--- src/rtl/lbm_sweep_ctrl.sv ---
// lbm_sweep_ctrl: raster sweep sequencer for LBM collide/stream phases with ping-pong buffer swap
module lbm_sweep_ctrl #(
  parameter int GRID_W = 16,
  parameter int GRID_H = 16,
  parameter int STEP_WIDTH = 16,
  parameter int ADDR_W = $clog2(GRID_W*GRID_H)
) (
  input  logic                      clk,
  input  logic                      rst_n,
  input  logic                      start,
  input  logic                      abort,
  input  logic [STEP_WIDTH-1:0]     num_steps,
  input  logic                      cell_ready,
  input  logic                      pe_idle,
  output logic                      cell_valid,
  output logic [ADDR_W-1:0]         cell_addr,
  output logic [$clog2(GRID_H)-1:0] row,
  output logic [$clog2(GRID_W)-1:0] col,
  output logic                      is_boundary,
  output logic [1:0]                phase,
  output logic                      buf_sel,
  output logic                      busy,
  output logic [STEP_WIDTH-1:0]     step_count,
  output logic                      done
);
  localparam int RW = $clog2(GRID_H);
  localparam int CW = $clog2(GRID_W);
  typedef enum logic [2:0] {IDLE, COLLIDE, C_DRAIN, STREAM, S_DRAIN, SWAP, DONE} state_t;
  state_t state, state_nx;
  logic [STEP_WIDTH-1:0] steps_q, step_nx;
  logic hs, last, kill, go;
  assign hs = cell_valid && cell_ready;
  assign last = row == RW'(GRID_H-1) && col == CW'(GRID_W-1);
  assign kill = abort && state != IDLE;
  assign go = state == IDLE && start;
  assign step_nx = step_count + STEP_WIDTH'(1);
  assign cell_valid = state == COLLIDE || state == STREAM;
  assign cell_addr = {row, col};
  assign is_boundary = row == '0 || row == RW'(GRID_H-1) || col == '0 || col == CW'(GRID_W-1);
  assign busy = state != IDLE;
  assign done = state == DONE;
  assign phase = (state == COLLIDE || state == C_DRAIN) ? 2'd1 :
                 (state == STREAM || state == S_DRAIN)  ? 2'd2 :
                 (state == SWAP)                        ? 2'd3 : 2'd0;
  always_comb begin
    state_nx = state;
    case (state)
      IDLE:    if (start) state_nx = num_steps == '0 ? DONE : COLLIDE;
      COLLIDE: if (hs && last) state_nx = C_DRAIN;
      C_DRAIN: if (pe_idle) state_nx = STREAM;
      STREAM:  if (hs && last) state_nx = S_DRAIN;
      S_DRAIN: if (pe_idle) state_nx = SWAP;
      SWAP:    state_nx = step_nx == steps_q ? DONE : COLLIDE;
      default: state_nx = IDLE;
    endcase
    if (kill) state_nx = IDLE;
  end
  always_ff @(posedge clk or negedge rst_n)
    if (!rst_n) begin
      state <= IDLE;
      row <= '0;
      col <= '0;
      steps_q <= '0;
      step_count <= '0;
      buf_sel <= 1'b0;
    end else begin
      state <= state_nx;
      if (kill || go || (hs && last)) begin
        row <= '0;
        col <= '0;
      end else if (hs) begin
        col <= col + CW'(1);
        if (col == CW'(GRID_W-1)) row <= row + RW'(1);
      end
      if (go) begin
        steps_q <= num_steps;
        step_count <= '0;
      end
      if (state == SWAP && !abort) begin
        buf_sel <= ~buf_sel;
        step_count <= step_nx;
      end
    end
endmodule

--- config.mk ---
export PLATFORM = sky130hd
export DESIGN_NAME = lbm_sweep_ctrl
export DESIGN_NICKNAME = d
export VERILOG_FILES = /design/src/rtl/lbm_sweep_ctrl.sv
export SDC_FILE = /design/constraint.sdc
export NUM_CORES = 1
export LEC_CHECK = 0
export CAP_MARGIN = 20
export CORE_MARGIN = 10
export CORE_UTILIZATION = 35
export CTS_BUF_LIST = sky130_fd_sc_hd__clkbuf_8
export DETAILED_ROUTE_END_ITERATION = 6
export GPL_TIMING_DRIVEN = 0
export PLACE_DENSITY_LB_ADDON = 0.25
export SETUP_SLACK_MARGIN = 0.02
export SKIP_CTS_REPAIR_TIMING = 1
export SLEW_MARGIN = 25
export SYNTH_ARGS = -nofsm -noshare
export SYNTH_HDL_FRONTEND = slang
export SYNTH_SLANG_ARGS = --single-unit
--- constraint.sdc ---
create_clock -name clk -period 7.5 [get_ports clk]
set_input_delay 2.25 -clock clk [delete_from_list [all_inputs] [get_ports clk]]
set_output_delay 2.25 -clock clk [all_outputs]
set_load 0.02 [all_outputs]
Fig. 1: cell classes on the final placement
Scale bar: 20 µm.
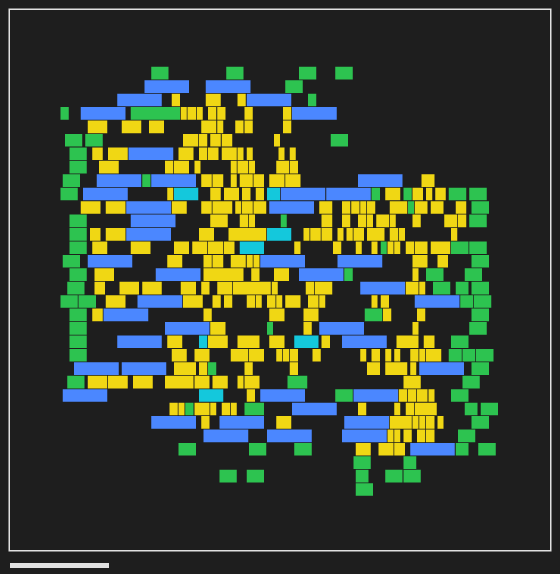
clock drivers and dummy loads: marked cyan, cells 7, share of their area 2.3%. all other logic: marked yellow, cells 232, share of their area 45%. other buffers and delay cells: marked green, cells 82, share of their area 22%. flip-flops: marked blue, cells 44, share of their area 31%.
fin area: 0.00363 mm²
share of the core filled with cells: 46.9%
fraction of standard cell area that is sequential: 30.4%
number of rows created at floorplan: 32

Fig. 2: clock network drawn from the DEF
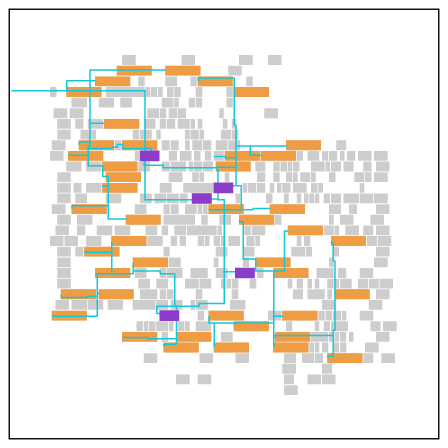
cells driving clock nets: marked purple, count 5. clock wires: marked cyan, length 614 µm. flip-flops: marked orange, count 44.
There are 6 routed clock nets.
maximum clock skew at final layout: 7.08 ps
Clock Power: 0.146 mW
clock share of power: 20.9%

Fig. 3: metal 1
Supply wires on this layer in gray.
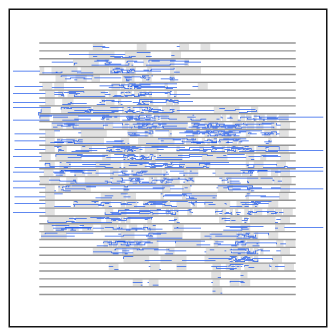
The longest straight run is 28.5 µm. 344 nets have wire on it. The layer holds 47% of the routed length. The layer carries 3360 µm of wire.
Final Routed Wirelength: 7.12 mm
global-route track usage on met1: 16.5%
via count: 2423

Fig. 4: drive-strength map
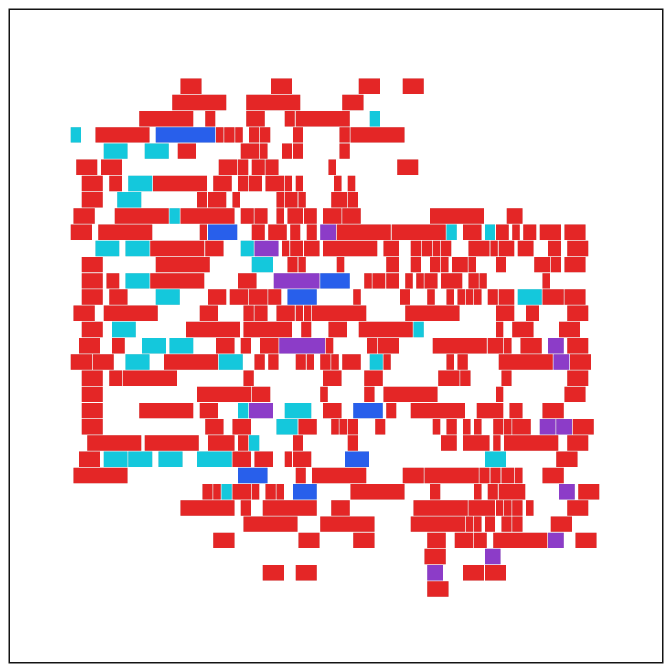
drive 6 and up: marked blue, cells 8. drive 3 to 4: marked purple, cells 13. drive 1 or less: marked red, cells 311. drive 2: marked cyan, cells 33.
count of non-CTS buffers in the layout: 82
Layout Area Growth over Synthesis: 29.8%

Fig. 5: clock wiring as the flow saved it
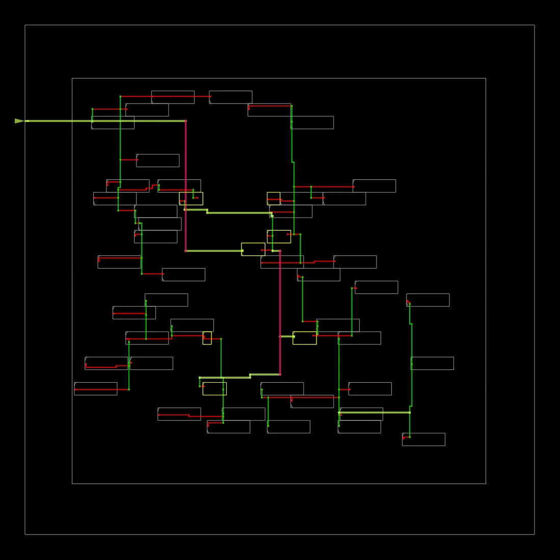
clkbuf count: 5
Seq Cell Count: 44
clk latency late pin: 300 ps
clock buffer count from CTS: 5

==> impl.org <==
#+TITLE: Flow metrics

** Placed design
- Routability congestion estimate :: 0.841
- In the placement report, post-DP HPWL is listed as 5.61 mm.
- Count of port buffers added during placement :: 60

** Power and ir drop
- Leakage :: 1.43 nW
- Cell Pwr Density :: 193 mW/mm²
- In this run the VDD rail shows a maximum IR drop of 0.000121 V.

** Final timing
- Final tally of hold violations :: 0
- Setup violators final :: 0
- Hold slack :: 477 ps
- Pins over their slew limit in the final report were tallied at 0.
- RSZ-0062 raised after global routing :: no
- Final cycle utilization of the critical path :: 56.9%
- Maximum achievable frequency :: 0.234 GHz
- Setup TNS :: 0 ps
- Worst Tran Pin Value :: 667 ps
- Slew Limit Headroom :: 55.4%
- Final critical path time including I/O delays and setup :: 4270 ps

** Min path
- Type of the worst min-delay path :: flop to flop
- Looking at hold timing, the worst path starts from buf_sel$_DFFE_PN0P_.

** Setup path
- The worst setup path is captured at a flop.
- In this run the worst setup path begins at abort.
- Beginning of the worst register-to-register path :: step_count[1]$_DFFE_PN0P_
- CP required :: 7670 ps
- The arrival time of data at the worst endpoint is listed as 4440 ps.
- Per the timing report, the biggest fanout along the worst path comes to 10.
- The worst setup path is launched from a primary input.
- Worst Path Class, Setup :: primary input to flop

** Cells and area
- Fraction of final layout cells with drive strength greater than 1 :: 14.8%
- Register area :: 0.00110 mm²
- 0 antenna diodes ended up in the layout.
- In the final layout, the multi-input gates occupy 0.00153 mm².
- Per the layout report, the design carries 755 filler cells.
- Final net count :: 392

** GRT
- The first global-routing pass estimated 12.0 mm of wire.
- Via count of the first global-routing pass :: 2396
- For this run the aggregate overflow at the end of global routing stands at 0.
- In the global route stage, overall resource usage came out at 12.2%.
- The number of antenna violations at the first check in global routing was 0.
- Entering global routing, the biggest net connects 24 pins.

** Yosys
- Post-synthesis instance total :: 297
- Post-synthesis net count :: 324
- Post-synthesis, Yosys gives the total cell area as 0.00279 mm².
- Sequential cell area fraction in the yosys report :: 39.4%
- Synthesis inferred 44 register bits.
- Dominant Register Cell :: dfrtp_1
- The synthesis report gives the async set-or-reset register share as 100%.
- Flip-flops with a built-in enable :: 0
- Post-synth design cell area :: 0.00279 mm²
- For this run, the number of Yosys warnings is 0.
- Per the post-synthesis stats, the area per cell is 9.41 µm².
- For this design, Yosys synthesis ends with a cell count of 297.
- Unique cell type count in the Yosys netlist :: 50

** Job
- Number of maximum-capacitance constraint violations :: 0
- Number of warnings in the stage logs :: 28

** Route
- Once iteration 0 of detailed routing completed, the report listed 128 DRC markers.
- Dividing the detail-routed wire length by the instance count gives 15.2 µm.
- First-pass DRT Iterations :: 4
- Number of vias per cell after detailed routing :: 5.19
- Antenna-violating nets left :: 0
- The DRC violation total left in the routed layout is recorded as 0.

** Clocking
- H-Tree Depth :: 2
- Clock root buffer :: clkbuf_8
- Clock buffer depth :: 2
- Clock-pin slew on the worst setup and hold paths :: 90 ps
- TritonCTS clock tree :: built
- Number of sinks on the clock net :: 44

** Die
- Per the OpenROAD floorplan log, the width of the die is 109 µm.
- The floorplan report gives the top-level pin count as 61.
- Die area :: 0.0120 mm²
- Core utilization at floorplan :: 36.2%
- Core box area :: 0.00773 mm²
- The die is 109 µm tall.

** Outcome
- The run finished with clean final reports.
## layout by cell type, fill, tap and decap left out, types with 2 or more instances in the layout
cell type,instances
nand2_1,21
mux2i_1,2
clkdlybuf4s50_1,59
o21ai_0,25
nor3_1,8
nand2b_1,2
o41ai_1,2
clkbuf_8,5
xnor2_1,17
nand4_1,10
nor3b_1,2
a21o_1,2
nor4_1,9
nand3b_1,2
inv_1,7
a21oi_1,13
nor3_2,2
buf_6,2
xor2_1,14
buf_2,8
nor2_1,29
or4_1,2
clkbuf_1,4
ha_1,5
nand3_1,11
mux2_2,17
o21ai_1,3
and4_1,2
o31ai_1,2
dfrtp_1,44
and2_1,3
buf_4,8
## worst max-delay path, cell delays in order
cell and delay [ps]:
clkdlybuf4s50_1 500, nor2_1 160, nand2_1 80, nor2_1 520, nor2_1 270, clkbuf_1 300
o21ai_0 240, o41ai_1 110
## final cells by class
cell class	instances	share of cell area, %
clock buffer	5	1.90
timing repair buffer	61	17.2
buffer	21	3.66
sequential	44	30.4
tap	102	3.52
multi-input combinational	225	42.3
inverter	7	0.725
clock inverter	2	0.345
## flip-flops by register name, summed over array words and instances (netlist names)
name	flops
buf_sel	1
col	4
row	4
state	3
steps_q	16
step_count	16
## report_power, final
part	internal [mW]	switching (mW)	total (mW)
clock network	0.0632	0.0828	0.146
registers	0.277	0.0362	0.313
logic	0.122	0.117	0.240
## worst paths after layout
path,depth (start not counted),to,slack [ps]
min in group asynchronous,1,steps_q[12]$_DFFE_PN0P_,1930
max,8,step_count[8]$_DFFE_PN0P_,3230
max reg2reg,8,state[0]$_DFFE_PN0P_,4750
min,1,buf_sel$_DFFE_PN0P_,480
min reg2reg,1,buf_sel$_DFFE_PN0P_,480
max in group asynchronous,2,state[1]$_DFFE_PN0P_,5070
## per-stage QoR
step	cell area [µm²]	util [%]	setup WS, ps	total power [mW]	cells
floorplan	2790	-	4010	0.474	297
global placement	3520	45.6	2870	0.553	459
detailed placement	3540	45.9	2920	0.559	460
CTS	3630	46.9	3220	0.705	467
global route	3630	46.9	3000	0.743	467
finish	3630	46.9	3230	0.699	467
## cell usage after synthesis (all sizes together), types with 3 or more instances
master / count / area share (%)
nor4: 10 / 2.8
nor3: 10 / 2.1
clkbuf: 4 / 0.54
nand3: 12 / 2.3
nand2: 22 / 3.0
nand4: 12 / 3.4
nor2: 29 / 3.9
mux2: 17 / 6.9
or4: 3 / 0.94
dfrtp: 44 / 39
ha: 5 / 2.2
o21ai: 28 / 5.0
xnor2: 17 / 5.3
inv: 7 / 0.94
a21oi: 13 / 2.3
and2: 3 / 0.67
buf: 17 / 4.2
xor2: 15 / 5.0
## kinds of logic (layout without fill, tap and decap cells)
family | after synthesis | count (layout) | share of synthesized area (%)
DFF | 44 | 44 | 39.4
muxes | 19 | 19 | 7.57
buffers and inverters | 28 | 96 | 5.69
adders and majority gates | 5 | 5 | 2.24
xor gates and xnor gates | 33 | 33 | 11.1
AOI/OAI and AO/OA | 54 | 54 | 11.2
and+or+nand+nor | 114 | 114 | 22.8
## metal layers
layer	up-vias	global-route usage, %	share of wire [%]
li1	1195	-	-
met2	86	19.4	44
met5	-	0	0
met4	0	3.16	1.1
met1	1135	16.5	47
met3	7	2.87	7.4
Power is estimated from default activity; no workload was simulated.
